Fig. 1: cell sizes after repair
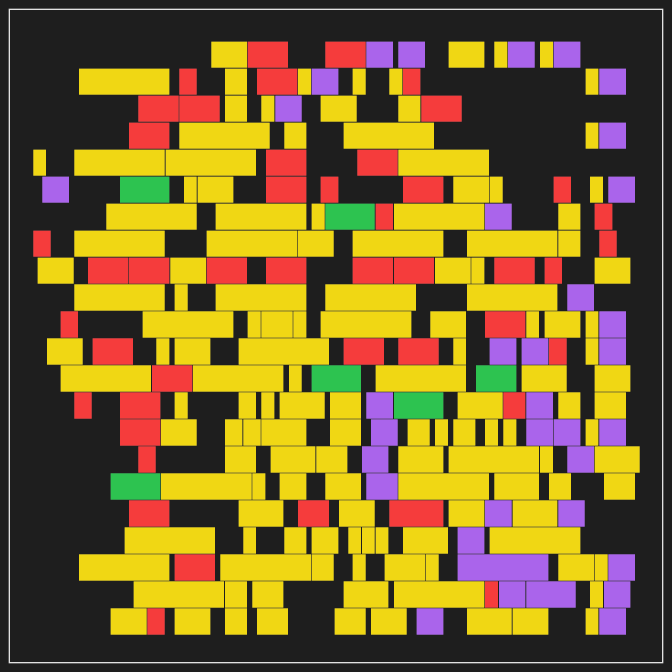
Fig. 2: clock wires, drivers and flops
Scale bar: 20 microns.
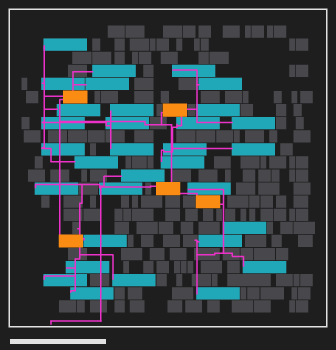
## src/rtl/tpu_pkg.sv

```systemverilog
// Shared types and defaults for the systolic-array weight-load path.
package tpu_pkg;
  localparam int DATA_W_DEF = 8;
  localparam int PSUM_W_DEF = 16;

  typedef enum logic [1:0] {IDLE, FILL, SHIFT, DONE} loader_state_t;

  // Flat index of PE(r,c) in an n x n array.
  function automatic int cap_idx(input int r, input int c, input int n);
    return r * n + c;
  endfunction
endpackage

```

## src/rtl/weight_buffer.sv

```systemverilog
// N*N weight register file: sequential write stream, N combinational
// read ports (one per column, row selected by the caller).
module weight_buffer import tpu_pkg::*; #(
  parameter int N      = 2,
  parameter int DATA_W = DATA_W_DEF,
  parameter int RW     = (N > 1) ? $clog2(N) : 1
) (
  input  logic                        clk,
  input  logic                        reset,
  input  logic                        clr,
  input  logic                        wr_en,
  input  logic [DATA_W-1:0]           wr_data,
  output logic                        last,
  output logic                        full,
  input  logic [N-1:0][RW-1:0]        rd_row,
  output logic [N-1:0][DATA_W-1:0]    rd_data
);
  localparam int DEPTH = N * N;
  localparam int AW    = (DEPTH > 1) ? $clog2(DEPTH) : 1;
  localparam int PW    = $clog2(DEPTH + 1);

  logic [DEPTH-1:0][DATA_W-1:0] mem;
  logic [PW-1:0]                wr_ptr;

  // The beat being written this cycle completes the matrix.
  assign last = wr_en && (wr_ptr == PW'(DEPTH - 1));

  // Write pointer, full flag and storage; clr rewinds for a new load.
  always_ff @(posedge clk or negedge reset) begin
    if (!reset) begin
      mem    <= '0;
      wr_ptr <= '0;
      full   <= 1'b0;
    end else if (clr) begin
      wr_ptr <= '0;
      full   <= 1'b0;
    end else if (wr_en && !full) begin
      mem[wr_ptr[AW-1:0]] <= wr_data;
      wr_ptr              <= wr_ptr + 1'b1;
      if (last) full <= 1'b1;
    end
  end

  for (genvar c = 0; c < N; c++) begin : g_rd
    assign rd_data[c] = mem[AW'(int'(rd_row[c]) * N + c)];
  end
endmodule

```

## src/rtl/weight_loader.sv

```systemverilog
// Loads an N x N weight matrix from a stream, then shifts it down the
// array's psum chains column-skewed so every PE captures its own weight.
module weight_loader import tpu_pkg::*; #(
  parameter int N      = 2,
  parameter int DATA_W = DATA_W_DEF,
  parameter int PSUM_W = PSUM_W_DEF
) (
  input  logic                  clk,
  input  logic                  reset,
  input  logic                  start,
  input  logic                  w_valid,
  output logic                  w_ready,
  input  logic [DATA_W-1:0]     w_data,
  output logic                  busy,
  output logic                  done,
  output logic                  en_weight_pass,
  output logic [N*N-1:0]        en_weight_capture,
  output logic [N*PSUM_W-1:0]   psum_top
);
  localparam int TW = $clog2(2 * N);
  localparam int RW = (N > 1) ? $clog2(N) : 1;

  loader_state_t             state, next_state;
  logic [TW-1:0]             t;
  logic                      acc, last, full;
  logic [N-1:0][RW-1:0]      rd_row;
  logic [N-1:0][DATA_W-1:0]  rd_data;

  assign w_ready = (state == FILL) && !full;
  assign acc     = w_valid && w_ready;

  weight_buffer #(.N(N), .DATA_W(DATA_W), .RW(RW)) u_buf (
    .clk     (clk),
    .reset   (reset),
    .clr     ((state == IDLE) && start),
    .wr_en   (acc),
    .wr_data (w_data),
    .last    (last),
    .full    (full),
    .rd_row  (rd_row),
    .rd_data (rd_data)
  );

  // State register.
  always_ff @(posedge clk or negedge reset) begin
    if (!reset) state <= IDLE;
    else        state <= next_state;
  end

  // SHIFT cycle counter; held at zero outside SHIFT.
  always_ff @(posedge clk or negedge reset) begin
    if (!reset)              t <= '0;
    else if (state == SHIFT) t <= t + 1'b1;
    else                     t <= '0;
  end

  // Next-state logic.
  always_comb begin
    next_state = state;
    case (state)
      IDLE:    if (start) next_state = FILL;
      FILL:    if (last)  next_state = SHIFT;
      SHIFT:   if (t == TW'(2 * N - 2)) next_state = DONE;
      DONE:    next_state = IDLE;
      default: next_state = IDLE;
    endcase
  end

  assign busy           = (state != IDLE);
  assign done           = (state == DONE);
  assign en_weight_pass = (state == SHIFT);

  // Column c injects row N-1-k at cycle c+k; all its rows capture at c+N-1.
  for (genvar c = 0; c < N; c++) begin : g_col
    logic          live;
    logic [RW-1:0] row;

    // Select which buffered row (if any) column c presents this cycle.
    always_comb begin
      live = 1'b0;
      row  = '0;
      if (state == SHIFT && int'(t) >= c && int'(t) - c < N) begin
        live = 1'b1;
        row  = RW'(N - 1 - (int'(t) - c));
      end
    end

    assign rd_row[c] = row;
    assign psum_top[c*PSUM_W +: PSUM_W] =
      live ? {{(PSUM_W-DATA_W){1'b0}}, rd_data[c]} : '0;

    for (genvar r = 0; r < N; r++) begin : g_row
      assign en_weight_capture[cap_idx(r, c, N)] =
        (state == SHIFT) && (int'(t) == c + N - 1);
    end
  end
endmodule

```

## config.mk

```make
export PLATFORM = sky130hd
export DESIGN_NAME = weight_loader
export DESIGN_NICKNAME = d
export VERILOG_FILES = /design/src/rtl/tpu_pkg.sv /design/src/rtl/weight_buffer.sv /design/src/rtl/weight_loader.sv
export SDC_FILE = /design/constraint.sdc
export NUM_CORES = 1
export LEC_CHECK = 0
export CAP_MARGIN = 20
export CORE_MARGIN = 2
export CORE_UTILIZATION = 47
export CTS_CLUSTER_DIAMETER = 100
export DETAILED_ROUTE_END_ITERATION = 6
export GPL_TIMING_DRIVEN = 0
export PLACE_DENSITY = 0.8
export SYNTH_ARGS = -nofsm -noshare
export SYNTH_HDL_FRONTEND = slang
export SYNTH_SLANG_ARGS = --single-unit
```

## constraint.sdc

```tcl
create_clock -name clk -period 2.3 [get_ports clk]
set_clock_uncertainty 0.15 [all_clocks]
set_input_delay 0.345 -clock clk [delete_from_list [all_inputs] [get_ports clk]]
set_output_delay 0.345 -clock clk [all_outputs]
set_load 0.02 [all_outputs]
```

==> run notes <==
Results of the implementation run.

The distinct cell type count of the synthesized netlist is 23. The via count of the first global-routing pass came out at 1117. The count of clock tree sinks is 32. The floorplan step records an initial core utilization of 0.4887. The number of hold violations in the final report is 0.

The buffer-and-inverter tally for the worst setup path came out at 4. The average wire per cell in the routed design is about 12 microns. Among all stages on the critical path, the largest delay is contributed by dfrtp_1. The kind of cell with the highest combined delay along the critical path is buffers and inverters.

The placement report lists the number of port buffers as 35. Summed over all layers, the global routing overflow is 0. The violation count after the first detailed-route iteration came out at between 40 and 50. From left edge to right edge, the die measures 65.70 microns. The cell type that accounts for the most area after synthesis is dfrtp_1. The footprint of the multi-input gates is 865.8 sq um. Per the synth stats, the proportion of register bits with asynchronous set or reset is 1.000. In the layout the commonest cells are buf_4 (32), dfrtp_1 (32), mux2_2 (24). According to the report, the first pass of detailed routing completed in 4 iterations. The post-synthesis instance total is approximately 160. The flip-flop cell with the highest count after synthesis is dfrtp_1.

The share of synthesized area in the top cell type comes to 0.4476. The count of max-cap constraint violations came out at 0. The post-CTS clock slew at the launch and capture registers of the worst setup and hold paths came out at ~60 ps. The half-perimeter wire length of the detailed placement result came out at 2.301 mm. Once detail routing completed, the nets flagged for antenna violations numbered 0.

The total clock buffers created by CTS is 5. The wire length of the first global-routing pass came out at 5.237 mm. The source-to-sink clock delay at the later pin of the worst-skew pair is around 280 ps.

The ratio of routed vias to standard cells came out at ~4.6. TritonCTS built the clock tree. The endpoint required time on the critical path is between 1500 and 2000 ps. For this run, the script counts the antenna cells in the layout as 0.

The final timing summary puts the cycle share of the worst path at 0.9554. The maximum operating frequency came out at 455.1 MHz. For this run, the slowest stage of the critical path takes 390 ps. The sequential cells in the finished layout cover a total of 800.8 sq um.

The cell leakage power came out at 1.234 nW. The final design utilization is 0.6572. The total die area is 4316 sq um. Per the summary, power density relative to cell area is approximately 1200 nW/um^2. Before any placement, the netlist area is recorded as 1789 sq um. The worst setup path is launched from a flip-flop. The run finished with clean final reports. The routability congestion estimate from global placement came out at 0.7790. Subtracting the final worst setup slack from the clock period gives 2197 ps. The relative slew slack came out at 0.5388.

The tally of yosys warning messages came out at 0. According to the floorplan log, the row count is 22. The mean instance size in the synthesized netlist is ~11 sq um. In this run the clock root is driven by a clkbuf_8.

Summing over the stages, the warning tally comes to 35. The most frequent cell on the critical path is buf_4. The cell sequence reported for the critical path is inv_2 > ha_4 > nor2b_4 > buf_4 > buf_4 > and2_1 > clkdlybuf4s15_2. By area the synthesized netlist is led by dfrtp_1 (45%), mux2_2 (15%), ha_1 (9.1%).
## Picture notes: Fig. 1
[x1 and smaller] yellow | cells: 139 | most used: dfrtp_1
[x2] red | cells: 45 | most used: mux2_2
[x6 and larger] green | cells: 6 | most used: clkbuf_8
[x3 and x4] purple | cells: 35 | most used: buf_4
number of buffers other than clock buffers in the final layout: 69
final non-filler cell area: 2406 sq um
signed area change from the synthesized netlist to the final layout: 34.48%

## Picture notes: Fig. 2
[flip-flops] cyan | count: 32
[clock-net drivers] orange | count: 5
[clock wires] magenta | length: 380 microns
routed clock nets: 6

## area by class of cell
type	instances	share of cell area
multi-input combinational	106	0.3599
clock buffer	5	0.02860
tap	48	0.02496
buffer	22	0.07020
clock inverter	3	0.007800
inverter	10	0.01560
sequential	32	0.3328
timing repair buffer	47	0.1602
## worst paths after layout
kind                               from  slack (ps)            end  cells after the start
max                            state[0]         100    psum_top[7]                      7
min                        u_buf.mem[5]         350   u_buf.mem[5]                      1
max reg2reg                        t[0]         320       state[1]                      6
min reg2reg                u_buf.mem[5]         350   u_buf.mem[5]                      1
max in group asynchronous         reset        1070  u_buf.mem[24]                      2
min in group asynchronous         reset         480   u_buf.mem[1]                      2
## registers in the layout, summed over array words and instances, names as in the netlist
register and flops:
t 2, u_buf.wr_ptr 3, state 2, u_buf.mem 24, u_buf.full 1
## through the flow
step / setup WS (ps) / TNS, ps
detailed placement: -453.4 / -5808
floorplan: 366.7 / 0
CTS: 0.4189 / 0
global route: -15.55 / -23.59
finish: 102.6 / 0
global placement: -399.6 / -5146
## cells in the mapped netlist, types with 2 or more instances
cell type  number
nand2_1         3
nand3b_1        2
buf_4          21
ha_1           13
dfrtp_1        32
and4_1          3
a21oi_1         2
inv_1          10
mux2_2         24
mux2i_1         9
nor2b_1         3
nor2_1         13
and2_1         11
## cells by family (layout without fill, tap and decap cells)
family,after synthesis,count (layout),synth area share
other cells,1,16,0.002096
buf+inv,33,87,0.1140
mux,34,34,0.2077
fa+ha+maj,13,13,0.09091
xor+xnor,1,1,0.004896
flops,32,32,0.4476
simple gates,37,37,0.1133
compound gates,5,5,0.01958
## where the power goes
group / total, mW / internal, mW / leakage (nW) / switching, mW
sequential: 0.983 / 0.831 / 0.403 / 0.152
combinational: 1.39 / 0.736 / 0.783 / 0.650
clock: 0.411 / 0.210 / 0.0479 / 0.201
## layer usage
layer	wire, microns	vias to the layer above	GRT usage
met3	189	4	0.05308
met4	40	0	0.06250
li1	-	622	-
met1	1441	592	0.2060
met2	1567	41	0.2601
met5	0	-	0
## timing repair
item,in CTS,in global routing
setup buffers,5,6
endpoints found under the setup margin,22,17
gates resized,42,20
hold buffers,1,0
cloned,0,0
endpoints found under the hold margin,32,0
Power is estimated from default activity; no workload was simulated.
